--- src/rtl/interp_wr_ctrl.sv ---
// Write-side sequencer for the 2x bilinear interpolation datapath: paces input pixels into
// two slots each and drives the shift/line-FIFO strobes. Optional macro: INTERP_OVF_DETECT_EN.
//
// state    | meaning
// ---------+------------------------------------------------------------
// IDLE     | waiting for start, all strobes quiet
// RST_FIFO | afifo_rst pulse, then wait for both write-side reset busies
// FILL     | row 0: prime the shift FIFOs, no line-FIFO writes
// STREAM   | rows 1..IMG_HEIGHT-1: accept input, write line FIFOs from row 2
// FLUSH    | rows IMG_HEIGHT, IMG_HEIGHT+1: slots with no input
// DONE     | drain the strobe delay line, pulse frame_done
module interp_wr_ctrl #(
  parameter int IMG_WIDTH  = 640,
  parameter int IMG_HEIGHT = 480,
  parameter int PIPE_LAT   = 2,
  parameter int RST_CYCLES = 4
) (
  input  logic sclk,
  input  logic rst,
  input  logic start,
  input  logic in_valid,
  output logic in_ready,
  input  logic afifo0_full,
  input  logic afifo1_full,
  input  logic afifo0_wr_rst_busy,
  input  logic afifo1_wr_rst_busy,
  output logic sel0,
  output logic sfifo0_ce,
  output logic sfifo1_ce,
  output logic afifo0_wr_en,
  output logic afifo1_wr_en,
  output logic afifo_rst,
  output logic busy,
  output logic frame_done,
  output logic ovf_err
);

  localparam int SLOTS  = 2 * IMG_WIDTH;
  localparam int COL_W  = $clog2(SLOTS);
  localparam int ROW_W  = $clog2(IMG_HEIGHT + 2);
  localparam int RCNT_W = $clog2(RST_CYCLES + 1);
  localparam int DCNT_W = $clog2(PIPE_LAT + 1);

  localparam logic [COL_W-1:0] COL_LAST  = COL_W'(SLOTS - 1);
  localparam logic [ROW_W-1:0] ROW_PRE   = ROW_W'(IMG_HEIGHT - 1);
  localparam logic [ROW_W-1:0] ROW_FLUSH = ROW_W'(IMG_HEIGHT);
  localparam logic [ROW_W-1:0] ROW_LAST  = ROW_W'(IMG_HEIGHT + 1);
  localparam logic [ROW_W-1:0] ROW_WR    = ROW_W'(2);

  typedef enum logic [2:0] {IDLE, RST_FIFO, FILL, STREAM, FLUSH, DONE} state_t;

  state_t            state;
  logic [COL_W-1:0]  col;
  logic [ROW_W-1:0]  row;
  logic [RCNT_W-1:0] rst_cnt;
  logic [DCNT_W-1:0] drain_cnt;
  // slot strobe bundle: {sel0, shift-FIFO ce, afifo1_wr_en, afifo0_wr_en}
  logic [3:0]        dly [PIPE_LAT];
  logic [3:0]        slot;

  logic phase;
  logic pause;
  logic in_win;
  logic issue;

  assign phase    = col[0];
  assign pause    = afifo0_full | afifo1_full;
  assign in_win   = (state == FILL) || (state == STREAM);
  assign in_ready = in_win && !phase && !pause;
  assign busy     = (state != IDLE);

  // Phase-1 slots are the interpolated half of a pixel pair and never wait.
  always_comb begin
    issue = 1'b0;
    if (in_win)
      issue = phase || (in_valid && !pause);
    else if (state == FLUSH)
      issue = phase || !pause;
  end

  assign slot = issue ? {phase, 1'b1, (row >= ROW_WR), (row >= ROW_WR) && (row <= ROW_FLUSH)}
                      : 4'b0000;

  assign sel0         = dly[PIPE_LAT-1][3];
  assign sfifo0_ce    = dly[PIPE_LAT-1][2];
  assign sfifo1_ce    = dly[PIPE_LAT-1][2];
  assign afifo1_wr_en = dly[PIPE_LAT-1][1];
  assign afifo0_wr_en = dly[PIPE_LAT-1][0];

  always_ff @(posedge sclk) begin
    if (rst) begin
      state      <= IDLE;
      col        <= '0;
      row        <= '0;
      rst_cnt    <= '0;
      drain_cnt  <= '0;
      afifo_rst  <= 1'b0;
      frame_done <= 1'b0;
      for (int i = 0; i < PIPE_LAT; i++) dly[i] <= '0;
    end else begin
      frame_done <= 1'b0;
      dly[0]     <= slot;
      for (int i = 1; i < PIPE_LAT; i++) dly[i] <= dly[i-1];

      case (state)
        IDLE: begin
          if (start) begin
            state     <= RST_FIFO;
            afifo_rst <= 1'b1;
            rst_cnt   <= RCNT_W'(RST_CYCLES - 1);
            col       <= '0;
            row       <= '0;
          end
        end
        RST_FIFO: begin
          if (afifo_rst) begin
            if (rst_cnt == '0) afifo_rst <= 1'b0;
            else               rst_cnt   <= rst_cnt - RCNT_W'(1);
          end else if (!afifo0_wr_rst_busy && !afifo1_wr_rst_busy) begin
            state <= FILL;
          end
        end
        FILL, STREAM, FLUSH: begin
          if (issue) begin
            if (col == COL_LAST) begin
              col <= '0;
              row <= row + ROW_W'(1);
              if (row == ROW_LAST) begin
                state     <= DONE;
                drain_cnt <= DCNT_W'(PIPE_LAT - 1);
              end else if (row == ROW_PRE) begin
                state <= FLUSH;
              end else if (row == '0) begin
                state <= STREAM;
              end
            end else begin
              col <= col + COL_W'(1);
            end
          end
        end
        DONE: begin
          if (drain_cnt == '0) begin
            frame_done <= 1'b1;
            state      <= IDLE;
          end else begin
            drain_cnt <= drain_cnt - DCNT_W'(1);
          end
        end
        default: state <= IDLE;
      endcase
    end
  end

`ifdef INTERP_OVF_DETECT_EN
  // Flags a write that lands while its FIFO already reports full.
  always_ff @(posedge sclk) begin
    if (rst)
      ovf_err <= 1'b0;
    else if ((state == IDLE) && start)
      ovf_err <= 1'b0;
    else if ((afifo0_wr_en && afifo0_full) || (afifo1_wr_en && afifo1_full))
      ovf_err <= 1'b1;
  end
`else
  assign ovf_err = 1'b0;
`endif

endmodule

--- config.mk ---
export PLATFORM = sky130hd
export DESIGN_NAME = interp_wr_ctrl
export DESIGN_NICKNAME = d
export VERILOG_FILES = /design/src/rtl/interp_wr_ctrl.sv
export SDC_FILE = /design/constraint.sdc
export NUM_CORES = 1
export LEC_CHECK = 0
export CORE_MARGIN = 4
export CORE_UTILIZATION = 35
export DETAILED_ROUTE_END_ITERATION = 12
export PLACE_DENSITY_LB_ADDON = 0.25
export SYNTH_ARGS = -nofsm -noshare
export SYNTH_HDL_FRONTEND = slang
export SYNTH_SLANG_ARGS = --single-unit
--- constraint.sdc ---
create_clock -name sclk -period 1.6 [get_ports sclk]
set_input_delay 0.24 -clock sclk [delete_from_list [all_inputs] [get_ports sclk]]
set_output_delay 0.24 -clock sclk [all_outputs]
set_load 0.02 [all_outputs]
Run 1, the metal 3 layer:
(4 px per um)
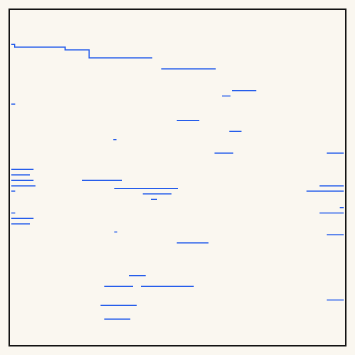
wire length on this layer: 217 um
share of all routed wire: 4.1%
longest straight run: 15.6 um
met3 usage: 3.06%
Detailed Route WL: 5.33 mm
Vias: 1973

Run 1, placed cells, one color a class:
(3 px per um)
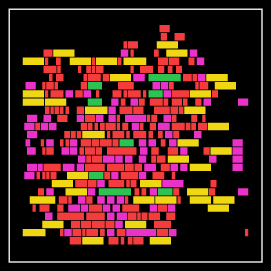
[red] remaining logic cells | cells: 183 | share of their area: 45%
[yellow] sequential cells | cells: 38 | share of their area: 25%
[magenta] remaining buffers and delay cells | cells: 86 | share of their area: 25%
[green] clock drivers and dummy loads | cells: 8 | share of their area: 4.7%

==> flow_summary.ini, run 1 <==
; flow metrics
[timing]
setup_tns_ns = -2.33
setup_viol = 21
min_period_ns = 1.80
grt_setup_unrepaired = true
worst_slack_ns = -0.196
post-route-period-util_pct = 112

[critical_path]
startpoint_type = flop
crit_path_frequent_cell = buf_4
worstSetupEndpointType = flop
cp.required_ns = 1.79
max_stage_delay_ns = 0.36

[yosys]
synth_cell_types = 56
ys_sh_mux_pct = 1.56
yosysTopAreaCell = dfxtp_1
top_cell_area_share_pct = 37.9
ys_cells = 232
ys.flop_type = dfxtp_1
synth.area.top_cells = dfxtp_1 (38%), nor2_1 (5.8%), ha_1 (5.0%)
top_logic_kind = simple AND/OR/NAND/NOR gates
synth_cells = 232

[cells_and_area]
clkCellAreaFrac_pct = 4.58
seqCellArea_um2 = 769
seq_share_pct = 24.7
clkbuf_count = 6
inverters = 11
final_cells = 387
num-multi-input-gates = 172

[run_status]
violations = setup timing
status = finished with violations

[power_and_ir_drop]
swShare_pct = 31.4
p_sw_mw = 1.12
combPwrFrac_pct = 41.0

[grt]
grt_overflow = 0
grt_max_degree = 20
busiest_layer = met2

[floorplan]
die_h_um = 83.7
dieArea_mm2 = 0.00701

[flow_run]
warning_count = 32

[clocking]
cts_resized = 31
cts_sinks = 38
htreeDepth = 2

[detailed_routing]
dr.pass1.iters = 4
vias_per_cell = 5.10

[worst_hold_path]
min-delay-path-class = reg -> reg

[place]
place_area_mm2 = 0.00265
Run 1, signal wires by layer:
(4 px per um) Two of the layers only.
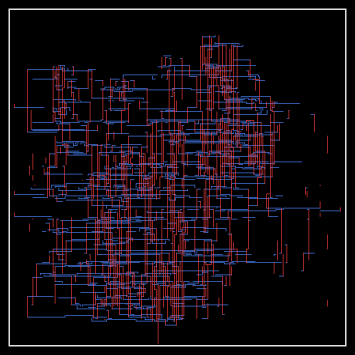
[red] M2 | wire length: 2540 um
[blue] M1 | wire length: 2460 um

Run 1, where the registers sit:
(6 px per um) Other sequential cells in the stronger gray, the rest of the logic in the fainter gray.
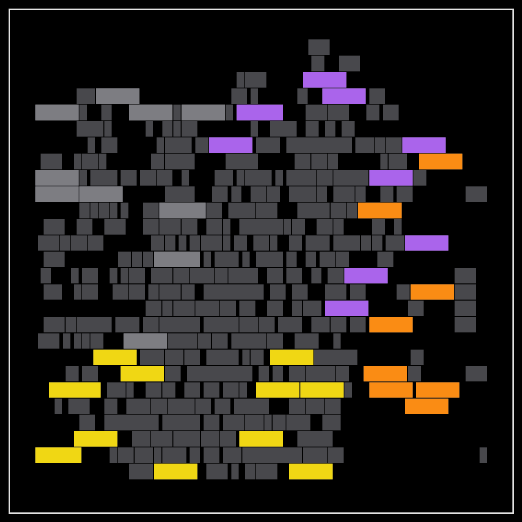
[purple] row | flops: 9
[yellow] col | flops: 11
[orange] dly | flops: 8

## run 1: path summary, 6_finish.rpt
kind         depth (start not counted)  slack [ns]                  from                   end
max                                  9       -0.20   col[0]$_SDFFE_PP0P_  col[10]$_SDFFE_PP0P_
min                                  1        0.44  dly[0][3]$_SDFF_PP0_  dly[0][7]$_SDFF_PP0_
max reg2reg                          9       -0.20   col[0]$_SDFFE_PP0P_  col[10]$_SDFFE_PP0P_
min reg2reg                          1        0.44  dly[0][3]$_SDFF_PP0_  dly[0][7]$_SDFF_PP0_
## run 1: state kept, by name, indices dropped and copies added (netlist names)
name and cells:
afifo_rst 1, rst_cnt 3, frame_done 1, state 3
dly 8, row 9, col 11, drain_cnt 2
--- run 2 (diff from run 1) ---
CORE_UTILIZATION = 50   (was 35)
CTS_BUF_LIST = sky130_fd_sc_hd__clkbuf_16   (was default)
GPL_ROUTABILITY_DRIVEN = 0   (was default)
Run 2, signal wires by layer:
(4 px per um) Two of the layers only.
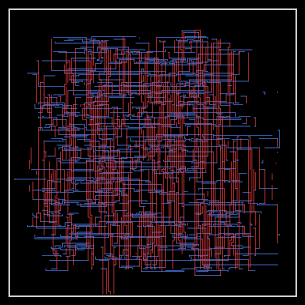
[red] M2 | wire length: 3210 um
[blue] M1 | wire length: 2670 um

==> flow_summary.ini, run 2 <==
; flow metrics
[timing]
worst_slack_ns = -0.320
post-route-period-util_pct = 120
grt_setup_unrepaired = true
setup_tns_ns = -4.87
setup_viol = 25

[critical_path]
r2r_cells = 5
cp.depth = 5
crit-reg2reg-launch = state[2]$_SDFFE_PP0P_
worst_r2r_endpoint = state[2]$_SDFFE_PP0P_
cp.required_ns = 1.81
r2r_slack_ns = -0.32
startpoint_type = flop
endpoint = state[2]$_SDFFE_PP0P_
worstSetupEndpointType = flop

[cells_and_area]
final_cells = 360
largest_reg_flops = 11
regMostFlops = col

[flow_run]
warning_count = 32

[yosys]
synth.area.top_cells = dfxtp_1 (38%), nor2_1 (5.8%), ha_1 (5.0%)
synth_cells = 232
synth_cell_types = 56
top_cell_area_share_pct = 37.9
ys.flop_type = dfxtp_1
ys_cells = 232
ys_sh_mux_pct = 1.56

[detailed_routing]
wl_mm = 6.43
routed-via-count = 2121
dr.pass1.iters = 5

[grt]
grt_overflow = 0

[worst_hold_path]
min_to = dly[0][5]$_SDFF_PP0_
min_from = dly[0][1]$_SDFF_PP0_
min-delay-path-class = reg -> reg

[clocking]
cts_resized = 34

[floorplan]
dieArea_mm2 = 0.00509
die_h_um = 71.4

[run_status]
status = finished with violations
violations = setup timing

[power_and_ir_drop]
p_sw_mw = 1.24
run 2: netlist changes by cell type in the layout (fill, tap and decap cells not counted), sizes merged:
cell | previous run | this run
clkinv | 0 | 2
dlymetal6s2s | 0 | 1
bufinv | 2 | 1
clkdlybuf4s15 | 0 | 1
buf | 72 | 68
dlygate4sd2 | 1 | 0
clkbuf | 6 | 5
run 2: metal layers:
metal	track usage, %	routed length (um)	vias to the layer above
li1	-	-	983
met1	25.0	2670	1019
met2	37.4	3210	106
met3	5.19	441	13
met4	6.47	112	0
met5	0	0	-
run 2: area by class of cell:
class,count,share of cell area [%]
clock buffers,5,3.99
multi-input cells,172,44.3
repair buffers,83,22.4
clock inverters,3,1.28
flip-flops and latches,38,24.8
well taps,48,1.91
inverters,11,1.32
